[config.mk]
export PLATFORM = sky130hd
export DESIGN_NAME = mux8_rr_arbiter
export DESIGN_NICKNAME = d
export VERILOG_FILES = /design/src/rtl/mux8_rr_arbiter.sv
export SDC_FILE = /design/constraint.sdc
export NUM_CORES = 1
export LEC_CHECK = 0
export ABC_AREA = 1
export CAP_MARGIN = 0
export CORE_MARGIN = 1
export CORE_UTILIZATION = 53
export DETAILED_ROUTE_END_ITERATION = 16
export GPL_TIMING_DRIVEN = 0
export MAX_ROUTING_LAYER = met4
export PLACE_DENSITY = 0.86
export SYNTH_ARGS = -nofsm -noshare
export SYNTH_HDL_FRONTEND = slang
export SYNTH_SLANG_ARGS = --single-unit
export TNS_END_PERCENT = 100
[constraint.sdc]
create_clock -name clk -period 5.4 [get_ports clk]
set_input_delay 1.08 -clock clk [delete_from_list [all_inputs] [get_ports clk]]
set_output_delay 1.08 -clock clk [all_outputs]
set_load 0.005 [all_outputs]
[src/rtl/mux8_rr_arbiter.sv]
// Eight-way round-robin arbiter with a registered one-word output stage and transfer counter.
// Optional MUX8_ARB_BURST_EN lets an owner keep the grant for up to 4 consecutive words.
module mux8_rr_arbiter #(
    parameter int unsigned DW = 3
) (
    input  logic          clk,
    input  logic          rst_n,
    input  logic [7:0]    req,
    input  logic [DW-1:0] d0,
    input  logic [DW-1:0] d1,
    input  logic [DW-1:0] d2,
    input  logic [DW-1:0] d3,
    input  logic [DW-1:0] d4,
    input  logic [DW-1:0] d5,
    input  logic [DW-1:0] d6,
    input  logic [DW-1:0] d7,
    output logic [DW-1:0] out_data,
    output logic          out_valid,
    input  logic          out_ready,
    output logic [7:0]    gnt,
    output logic [2:0]    sel,
    output logic [15:0]   xfer_cnt
);

    typedef enum logic [0:0] {StIdle, StHold} state_e;

    state_e        r_state, w_state_d;
    logic [2:0]    r_ptr, w_ptr_d;
    logic [2:0]    r_sel, w_sel_d;
    logic [7:0]    r_gnt, w_gnt_d;
    logic [DW-1:0] r_data, w_data_d;
    logic [15:0]   r_cnt, w_cnt_d;
    logic [2:0]    w_winner;
    logic          w_found;
    logic          w_xfer;
    logic          w_capture;
    logic          w_keep;
    logic [DW-1:0] w_d [8];

    assign w_d[0] = d0;
    assign w_d[1] = d1;
    assign w_d[2] = d2;
    assign w_d[3] = d3;
    assign w_d[4] = d4;
    assign w_d[5] = d5;
    assign w_d[6] = d6;
    assign w_d[7] = d7;

    assign w_xfer    = (r_state == StHold) && out_ready;
    // In IDLE nothing is held, so any request captures; in HOLD only a transfer frees the stage.
    assign w_capture = ((r_state == StIdle) || w_xfer) && (|req);

    // First set request at or above the pointer, wrapping 7 -> 0.
    always_comb begin
        logic [2:0] idx;
        idx      = '0;
        w_winner = r_ptr;
        w_found  = 1'b0;
        for (int k = 0; k < 8; k++) begin
            idx = r_ptr + 3'(k);
            if (!w_found && req[idx]) begin
                w_winner = idx;
                w_found  = 1'b1;
            end
        end
    end

`ifdef MUX8_ARB_BURST_EN
    logic [2:0] r_burst;

    assign w_keep = w_xfer && req[r_sel] && (r_burst < 3'd4);

    // Words delivered by the current owner in its ongoing burst.
    always_ff @(posedge clk or negedge rst_n) begin
        if (!rst_n) begin
            r_burst <= 3'd0;
        end else if (w_capture) begin
            r_burst <= w_keep ? r_burst + 3'd1 : 3'd1;
        end
    end
`else
    assign w_keep = 1'b0;
`endif

    always_comb begin
        w_state_d = r_state;
        w_ptr_d   = r_ptr;
        w_sel_d   = r_sel;
        w_gnt_d   = r_gnt;
        w_data_d  = r_data;
        w_cnt_d   = r_cnt + 16'(w_xfer);
        if (w_capture) begin
            w_state_d = StHold;
            if (w_keep) begin
                w_data_d = w_d[r_sel];
            end else begin
                w_sel_d  = w_winner;
                w_gnt_d  = 8'b1 << w_winner;
                w_data_d = w_d[w_winner];
                w_ptr_d  = w_winner + 3'd1;
            end
        end else if (w_xfer) begin
            w_state_d = StIdle;
            w_sel_d   = 3'd0;
            w_gnt_d   = 8'h00;
        end
    end

    always_ff @(posedge clk or negedge rst_n) begin
        if (!rst_n) begin
            r_state <= StIdle;
            r_ptr   <= 3'd0;
            r_sel   <= 3'd0;
            r_gnt   <= 8'h00;
            r_data  <= '0;
            r_cnt   <= 16'h0000;
        end else begin
            r_state <= w_state_d;
            r_ptr   <= w_ptr_d;
            r_sel   <= w_sel_d;
            r_gnt   <= w_gnt_d;
            r_data  <= w_data_d;
            r_cnt   <= w_cnt_d;
        end
    end

    assign out_valid = (r_state == StHold);
    assign out_data  = r_data;
    assign gnt       = r_gnt;
    assign sel       = r_sel;
    assign xfer_cnt  = r_cnt;

endmodule

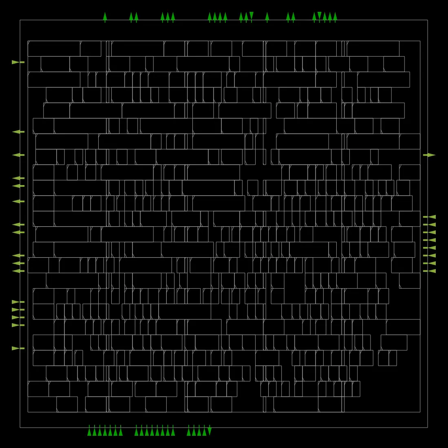
placement.png
Cell Rows: 24
core area: 4500 um2

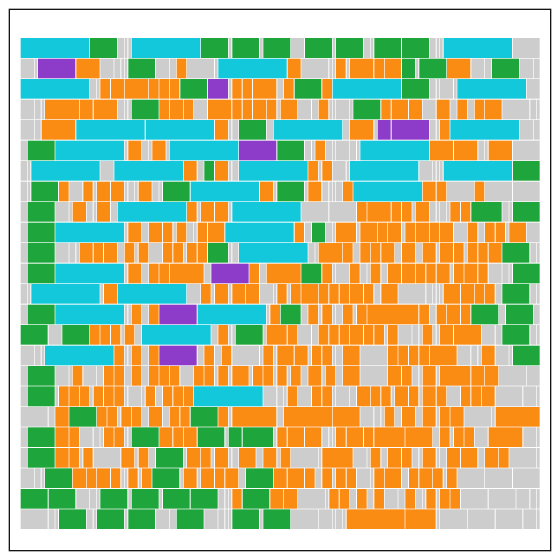
placement_by_type.png
Fill, decap, tap and diode cells in grey.
| class | colour | cells |
|---|---|---|
| remaining buffers and delay cells | green | 73 |
| sequential cells | cyan | 34 |
| clock drivers and dummy loads | purple | 8 |
| combinational and other logic | orange | 336 |

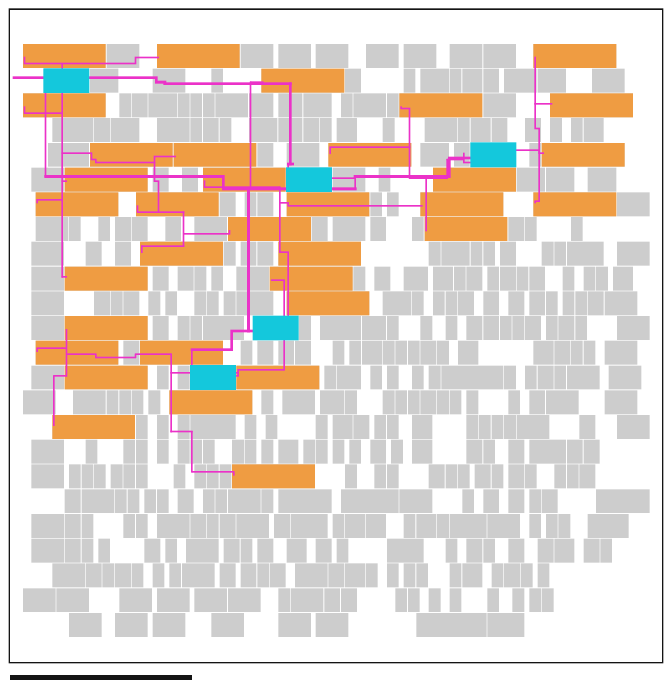
clk_routes.png
Scale bar: 20 um.
[flip-flops] orange | count: 34
[clock drivers] cyan | count: 5
[clock wires] magenta | length: 417 um
routed clock nets: 6

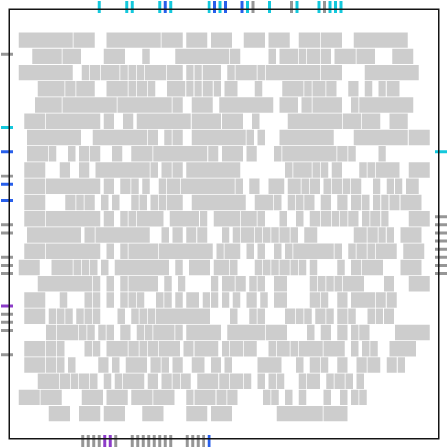
io_placement.png
Pins as bars across the die edge, other pins in grey.
| port | colour | pins | direction | edge |
|---|---|---|---|---|
| `d5` | purple | 3 | input | 2 south, 1 west |
| `gnt` | blue | 8 | output | 4 north, 3 west, 1 south |
| `xfer_cnt` | cyan | 16 | output | 14 north, 1 west, 1 east |
all pins by edge: 21 north, 20 south, 16 west, 9 east

==> writeup.txt <==
Yosys attributes the largest share of cell area to sky130_fd_sc_hd__dfrtp_1 33%, sky130_fd_sc_hd__nand2_1 22%, sky130_fd_sc_hd__nand3_1 13%. In this run the critical register-to-register path is captured at r_ptr[2]. The tools report the final hold slack as 469 ps. The switching share of power is 0.554, and the summed instance area of the synthesized netlist is 2570 um2. The run gives 418 as the number of nets in the synthesized netlist. End of the critical path: xfer_cnt[15].

The final clock period utilization by the worst path is 0.650. The area of the die came out at 5140 um2. With the clock slew at the register clock pins of the worst setup and hold paths at 70 ps, the power share of the combinational group is 0.769. The run gives 378 for the number of instances in the synthesized netlist.

Between clock sinks in the finished design, the worst skew comes to 8.05 ps. The launch point of the worst register-to-register path is recorded as r_ptr[0]. The flow ran to the end, and the final reports show no timing, DRC or antenna violations.

According to the timing report, the data required time at the worst endpoint equals 5570 ps. Async set-or-reset flop fraction in the synthesized netlist: 1.00. Buffers added to address setup during post-CTS repair amount to 0. As logged by OpenROAD, the buffers inserted on ports number 65. Critical path start-end classification: input pin to flip-flop.

The dominant synthesized flop cell was sky130_fd_sc_hd__dfrtp_1. In the routed design, unresolved DRC markers number 0. The logs give 0 for the number of hold buffers added after cts and 2,734 for the number of vias after detailed routing. The power per cell area works out to 750 nW/um2.

The most instantiated library cell after synthesis was sky130_fd_sc_hd__nand2_1. The run gives 290 ps as the clock latency reported for the late side of the worst-skew pair. The internal power of the cells totals 1.13 mW. The proportion of layout cells with a drive suffix above 1 was 0.106; the pin count of the biggest net entering global routing was 35.

For this design the top-level I/O count stands at 66. The pin closest to its max-slew limit shows a slew of 785 ps. TritonCTS built the clock tree. The initial antenna violation count was 0. For the worst flop-to-flop path, the logic depth is 17. Number of global-route vias before repair: 2,568.
final cells by class:
class,instances,area [um2],area share
well taps,52,65.1,0.0193
repair buffers,65,646,0.191
clock inverters,2,12.5,0.00370
clock buffers,6,82.6,0.0244
plain buffers,8,58.8,0.0174
multi-input cells,305,1550,0.458
inverters,31,116,0.0344
flip-flops and latches,34,851,0.252
routing by layer:
| metal | routed length (um) | vias up | part of all wire | global-route usage |
|---|---|---|---|---|
| li1 | - | 1364 | - | - |
| met5 | 0 | - | 0 | - |
| met3 | 266 | 10 | 0.041 | 0.0619 |
| met4 | 74 | 0 | 0.011 | 0.0828 |
| met1 | 2900 | 1283 | 0.45 | 0.339 |
| met2 | 3210 | 77 | 0.50 | 0.474 |
placed cells by master, fill, tap and decap left out, drive strengths merged:
cell type      count
clkinvlp           1
clkdlybuf4s50     64
ha                 5
nor4               1
buf                8
nor2              20
xnor2              3
clkbuf             7
o21ai             11
o21bai             2
a31oi              1
and3               1
inv               28
xor2              11
clkinv             4
a21oi              5
nand2            160
and2               1
nand3             71
nor3               5
dfrtp             34
nand4              7
a21boi             1
flip-flops by register name, indices dropped and copies added, names as in the netlist:
signal / flops
gnt: 8
out_data: 3
out_valid: 1
r_ptr: 3
sel: 3
xfer_cnt: 16
power by group through the flow:
stage	logic, mW	registers, mW	clock network, mW
finish	1.95	0.390	0.196
detailed placement	1.92	0.392	0
global placement	1.88	0.389	0
floorplan	1.46	0.391	0
CTS	1.94	0.389	0.201
global route	2.22	0.398	0.213
cell families (layout without fill, tap and decap cells):
group,after synthesis,after routing,share of synthesized area
flops,34,34,0.331
simple gates,266,266,0.475
compound gates,20,20,0.0511
fa+ha+maj,5,5,0.0243
buf+inv,39,112,0.0681
xor+xnor,14,14,0.0506
through the flow:
stage,cells,area (um2)
2_1_floorplan,378,2570
3_3_place_gp,495,3290
3_5_place_dp,495,3280
4_1_cts,503,3380
5_1_grt,503,3380
6_report,503,3380
how the worst min path moves through the flow:
stage | to | cells past startpoint | from
after global routing | xfer_cnt[15] | 1 | xfer_cnt[15]
after detailed placement | xfer_cnt[15] | 1 | xfer_cnt[15]
final | xfer_cnt[15] | 1 | xfer_cnt[15]
after floorplan | xfer_cnt[15] | 1 | xfer_cnt[15]
after global placement | xfer_cnt[15] | 1 | xfer_cnt[15]
after CTS | xfer_cnt[15] | 1 | xfer_cnt[15]
worst register-to-register path, cell delays in order, from the launching register on:
cell                      delay (ps)
sky130_fd_sc_hd__dfrtp_1         480
sky130_fd_sc_hd__inv_2           100
sky130_fd_sc_hd__buf_6           150
sky130_fd_sc_hd__ha_1            370
sky130_fd_sc_hd__inv_1           230
sky130_fd_sc_hd__nand3_1         160
sky130_fd_sc_hd__nand3_2         110
sky130_fd_sc_hd__nand2_4          80
sky130_fd_sc_hd__nor2_4          150
sky130_fd_sc_hd__nand4_4         110
sky130_fd_sc_hd__nor2_4          180
sky130_fd_sc_hd__nand4_1         210
sky130_fd_sc_hd__nand2_2         250
sky130_fd_sc_hd__inv_2            80
sky130_fd_sc_hd__nor2_1          150
sky130_fd_sc_hd__ha_1            250
sky130_fd_sc_hd__nand2_1          80
sky130_fd_sc_hd__o21ai_0         100
Power and IR drop assume default switching activity.
